--- src/rtl/fpq_level_ctrl.sv ---
// fpq_level_ctrl -- peak-hold level meter controller for an LED bar display.
//
// A free-running timebase divides clk into ticks. A valid non-zero sample that
// is at least the displayed level is accepted: the display jumps to it and is
// held for HOLD_TICKS ticks. It then decays by one LED step (a right shift)
// every DECAY_TICKS ticks until it reaches zero. A separate peak register
// remembers the largest sample seen since reset or clear.
//
// Ports:
//   clk          in   system clock, rising edge
//   rst_n        in   asynchronous active-low reset
//   sample_in    in   [7:0] unsigned level sample
//   sample_valid in   single-cycle strobe qualifying sample_in
//   clear        in   synchronous clear of all level state
//   cur_value    out  [7:0] displayed level (to LED bar decoder)
//   peak_value   out  [7:0] maximum valid sample since reset/clear
//   state_o      out  [1:0] FSM state: 00 IDLE, 01 HOLD, 10 DECAY
module fpq_level_ctrl #(
    parameter int TICK_DIV    = 50000,
    parameter int HOLD_TICKS  = 50,
    parameter int DECAY_TICKS = 4
) (
    input  logic       clk,
    input  logic       rst_n,
    input  logic [7:0] sample_in,
    input  logic       sample_valid,
    input  logic       clear,
    output logic [7:0] cur_value,
    output logic [7:0] peak_value,
    output logic [1:0] state_o
);

    // A parameter of 1 would give a zero-width counter; keep at least one bit.
    localparam int TW = (TICK_DIV    > 1) ? $clog2(TICK_DIV)    : 1;
    localparam int HW = (HOLD_TICKS  > 1) ? $clog2(HOLD_TICKS)  : 1;
    localparam int DW = (DECAY_TICKS > 1) ? $clog2(DECAY_TICKS) : 1;

    typedef enum logic [1:0] {
        S_IDLE  = 2'b00,
        S_HOLD  = 2'b01,
        S_DECAY = 2'b10
    } state_t;

    state_t          r_state;
    state_t          w_nxt_state;
    logic [7:0]      r_cur,       w_nxt_cur;
    logic [7:0]      r_peak,      w_nxt_peak;
    logic [TW-1:0]   r_tick_cnt,  w_nxt_tick_cnt;
    logic [HW-1:0]   r_hold_cnt,  w_nxt_hold_cnt;
    logic [DW-1:0]   r_decay_cnt, w_nxt_decay_cnt;
    logic            w_tick;
    logic            w_accept;
    logic [7:0]      w_half;

    assign w_tick   = (r_tick_cnt == TW'(TICK_DIV - 1));
    assign w_accept = sample_valid && (sample_in != 8'd0) && (sample_in >= r_cur);
    assign w_half   = {1'b0, r_cur[7:1]};

    // State register.
    always_ff @(posedge clk or negedge rst_n) begin
        if (!rst_n) begin
            r_state <= S_IDLE;
        end else begin
            r_state <= w_nxt_state;
        end
    end

    // Next-state and datapath decisions. Priority: clear, illegal-state
    // recovery, acceptance, then tick-driven hold/decay progress.
    always_comb begin
        w_nxt_state     = r_state;
        w_nxt_cur       = r_cur;
        w_nxt_peak      = r_peak;
        w_nxt_hold_cnt  = r_hold_cnt;
        w_nxt_decay_cnt = r_decay_cnt;
        w_nxt_tick_cnt  = w_tick ? '0 : r_tick_cnt + TW'(1);

        // Peak tracks every valid sample, even ones the display ignores.
        if (sample_valid && (sample_in > r_peak)) begin
            w_nxt_peak = sample_in;
        end

        if (clear) begin
            w_nxt_state     = S_IDLE;
            w_nxt_cur       = 8'd0;
            w_nxt_peak      = 8'd0;
            w_nxt_tick_cnt  = '0;
            w_nxt_hold_cnt  = '0;
            w_nxt_decay_cnt = '0;
        end else begin
            case (r_state)
                S_IDLE, S_HOLD, S_DECAY: begin
                    if (w_accept) begin
                        // Acceptance wins over a coincident tick.
                        w_nxt_state    = S_HOLD;
                        w_nxt_cur      = sample_in;
                        w_nxt_hold_cnt = '0;
                    end else if (w_tick) begin
                        case (r_state)
                            S_HOLD: begin
                                if (r_hold_cnt == HW'(HOLD_TICKS - 1)) begin
                                    w_nxt_state     = S_DECAY;
                                    w_nxt_decay_cnt = '0;
                                end else begin
                                    w_nxt_hold_cnt = r_hold_cnt + HW'(1);
                                end
                            end
                            S_DECAY: begin
                                if (r_decay_cnt == DW'(DECAY_TICKS - 1)) begin
                                    w_nxt_cur       = w_half;
                                    w_nxt_decay_cnt = '0;
                                    if (w_half == 8'd0) begin
                                        w_nxt_state = S_IDLE;
                                    end
                                end else begin
                                    w_nxt_decay_cnt = r_decay_cnt + DW'(1);
                                end
                            end
                            default: ;
                        endcase
                    end
                end
                default: begin
                    // Encoding 11 is unreachable; fall back to a blank display.
                    w_nxt_state     = S_IDLE;
                    w_nxt_cur       = 8'd0;
                    w_nxt_hold_cnt  = '0;
                    w_nxt_decay_cnt = '0;
                end
            endcase
        end
    end

    // Level, peak and counter registers.
    always_ff @(posedge clk or negedge rst_n) begin
        if (!rst_n) begin
            r_cur       <= 8'd0;
            r_peak      <= 8'd0;
            r_tick_cnt  <= '0;
            r_hold_cnt  <= '0;
            r_decay_cnt <= '0;
        end else begin
            r_cur       <= w_nxt_cur;
            r_peak      <= w_nxt_peak;
            r_tick_cnt  <= w_nxt_tick_cnt;
            r_hold_cnt  <= w_nxt_hold_cnt;
            r_decay_cnt <= w_nxt_decay_cnt;
        end
    end

    assign cur_value  = r_cur;
    assign peak_value = r_peak;
    assign state_o    = r_state;

endmodule

--- config.mk ---
export PLATFORM = sky130hd
export DESIGN_NAME = fpq_level_ctrl
export DESIGN_NICKNAME = d
export VERILOG_FILES = /design/src/rtl/fpq_level_ctrl.sv
export SDC_FILE = /design/constraint.sdc
export NUM_CORES = 1
export LEC_CHECK = 0
export CAP_MARGIN = 20
export CELL_PAD_IN_SITES_DETAIL_PLACEMENT = 1
export CELL_PAD_IN_SITES_GLOBAL_PLACEMENT = 1
export CORE_ASPECT_RATIO = 1.4
export CORE_MARGIN = 8
export CORE_UTILIZATION = 40
export DETAILED_ROUTE_END_ITERATION = 8
export MAX_ROUTING_LAYER = met4
export PLACE_DENSITY_LB_ADDON = 0.1
export SLEW_MARGIN = 0
export SYNTH_ARGS = -nofsm -noshare
export SYNTH_HDL_FRONTEND = slang
export SYNTH_SLANG_ARGS = --single-unit
--- constraint.sdc ---
create_clock -name clk -period 3.3 [get_ports clk]
set_clock_uncertainty 0.15 [all_clocks]
set_input_delay 0.33 -clock clk [delete_from_list [all_inputs] [get_ports clk]]
set_output_delay 0.33 -clock clk [all_outputs]
set_load 0.02 [all_outputs]
### Sequential cells colored by netlist name

Drawn at 4 px/um.
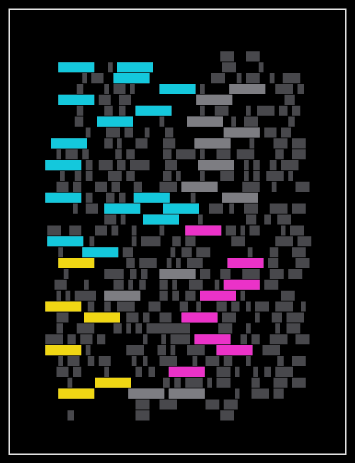
| color | netlist name | sequential cells |
|---|---|---|
| yellow | r_hold_cnt | 6 |
| magenta | cur_value | 8 |
| cyan | r_tick_cnt | 16 |
register area: 0.00105 mm^2
sequential share of cell area: 34.5%
Seq group: 559 uW
Final Util: 49.0%

### Placed standard cells

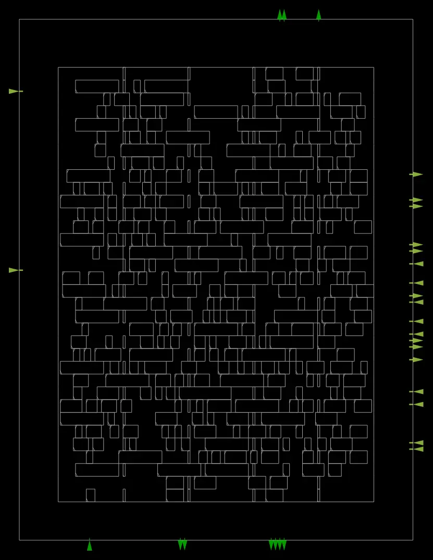
# rows: 34
Flops: 42
Layout Cells excl Fill: 374
n_taps: 72

==> reports/results.txt <==
placed insts -> 366
total power -> 1.20 mW
Top Layout Cells -> dfrtp_1, nor2_1, clkdlybuf4s50_1
CP Capture Point -> cur_value[4]$_DFFE_PN0P_
post-synthesis to final-layout area growth -> 18.4%
Final WS setup -> 0.572 ns
met1 Resource Use GR -> 16.5%
gate count after technology mapping -> 267
Static Leakage -> 1.35 nW
WL final -> 6.18 mm
CP delay by family, top -> AND-OR/OR-AND gates
status -> completed
post-synthesis sequential area ratio -> 40.9%
Fillers -> 744
dpl ws -> 0.356 ns
Iteration-0 DRC Markers -> 79
CP cell instances -> clkdlybuf4s50_1 -> inv_1 -> ha_1 -> nand2b_1 -> a2111oi_1 -> o311a_1 -> or2_1 -> buf_4 -> nor2_1 -> a211oi_1
Sink Count -> 42
Crit. End Element -> flop
post-synthesis adder-cell area fraction -> 11.7%
DRT met1 WL -> 2.67 mm
clk_lat worst skew -> 0.29 ns
total of max-cap violations -> 0
critical path buffer and inverter count -> 3
Nets at Floorplan -> 303
min cycle time layout -> 2.73 ns
Setup Buffers After CTS -> 0
nonclk inv count -> 21
pwr dens -> 395 mW/mm^2
vias per cell -> 5.46
Commonest Layout Cell -> dfrtp_1
Most common reg cell -> dfrtp_1
Num CTS Buffers -> 5
Root Buffer -> clkbuf_8
max reg flops -> 16
fp util -> 41.4%
Final Hold Viols -> 0
Met2 Wirelength -> 3.21 mm
die area -> 0.00929 mm^2
Crit. path cell count -> 10
Synth mux share -> 5.84%
final setup fails -> 0
gp weighted congestion -> 0.832
WS Path Type -> in2reg
Synth logic family -> simple AND/OR/NAND/NOR gates
Power figures rest on the tool's default switching activity, not on a simulated workload.
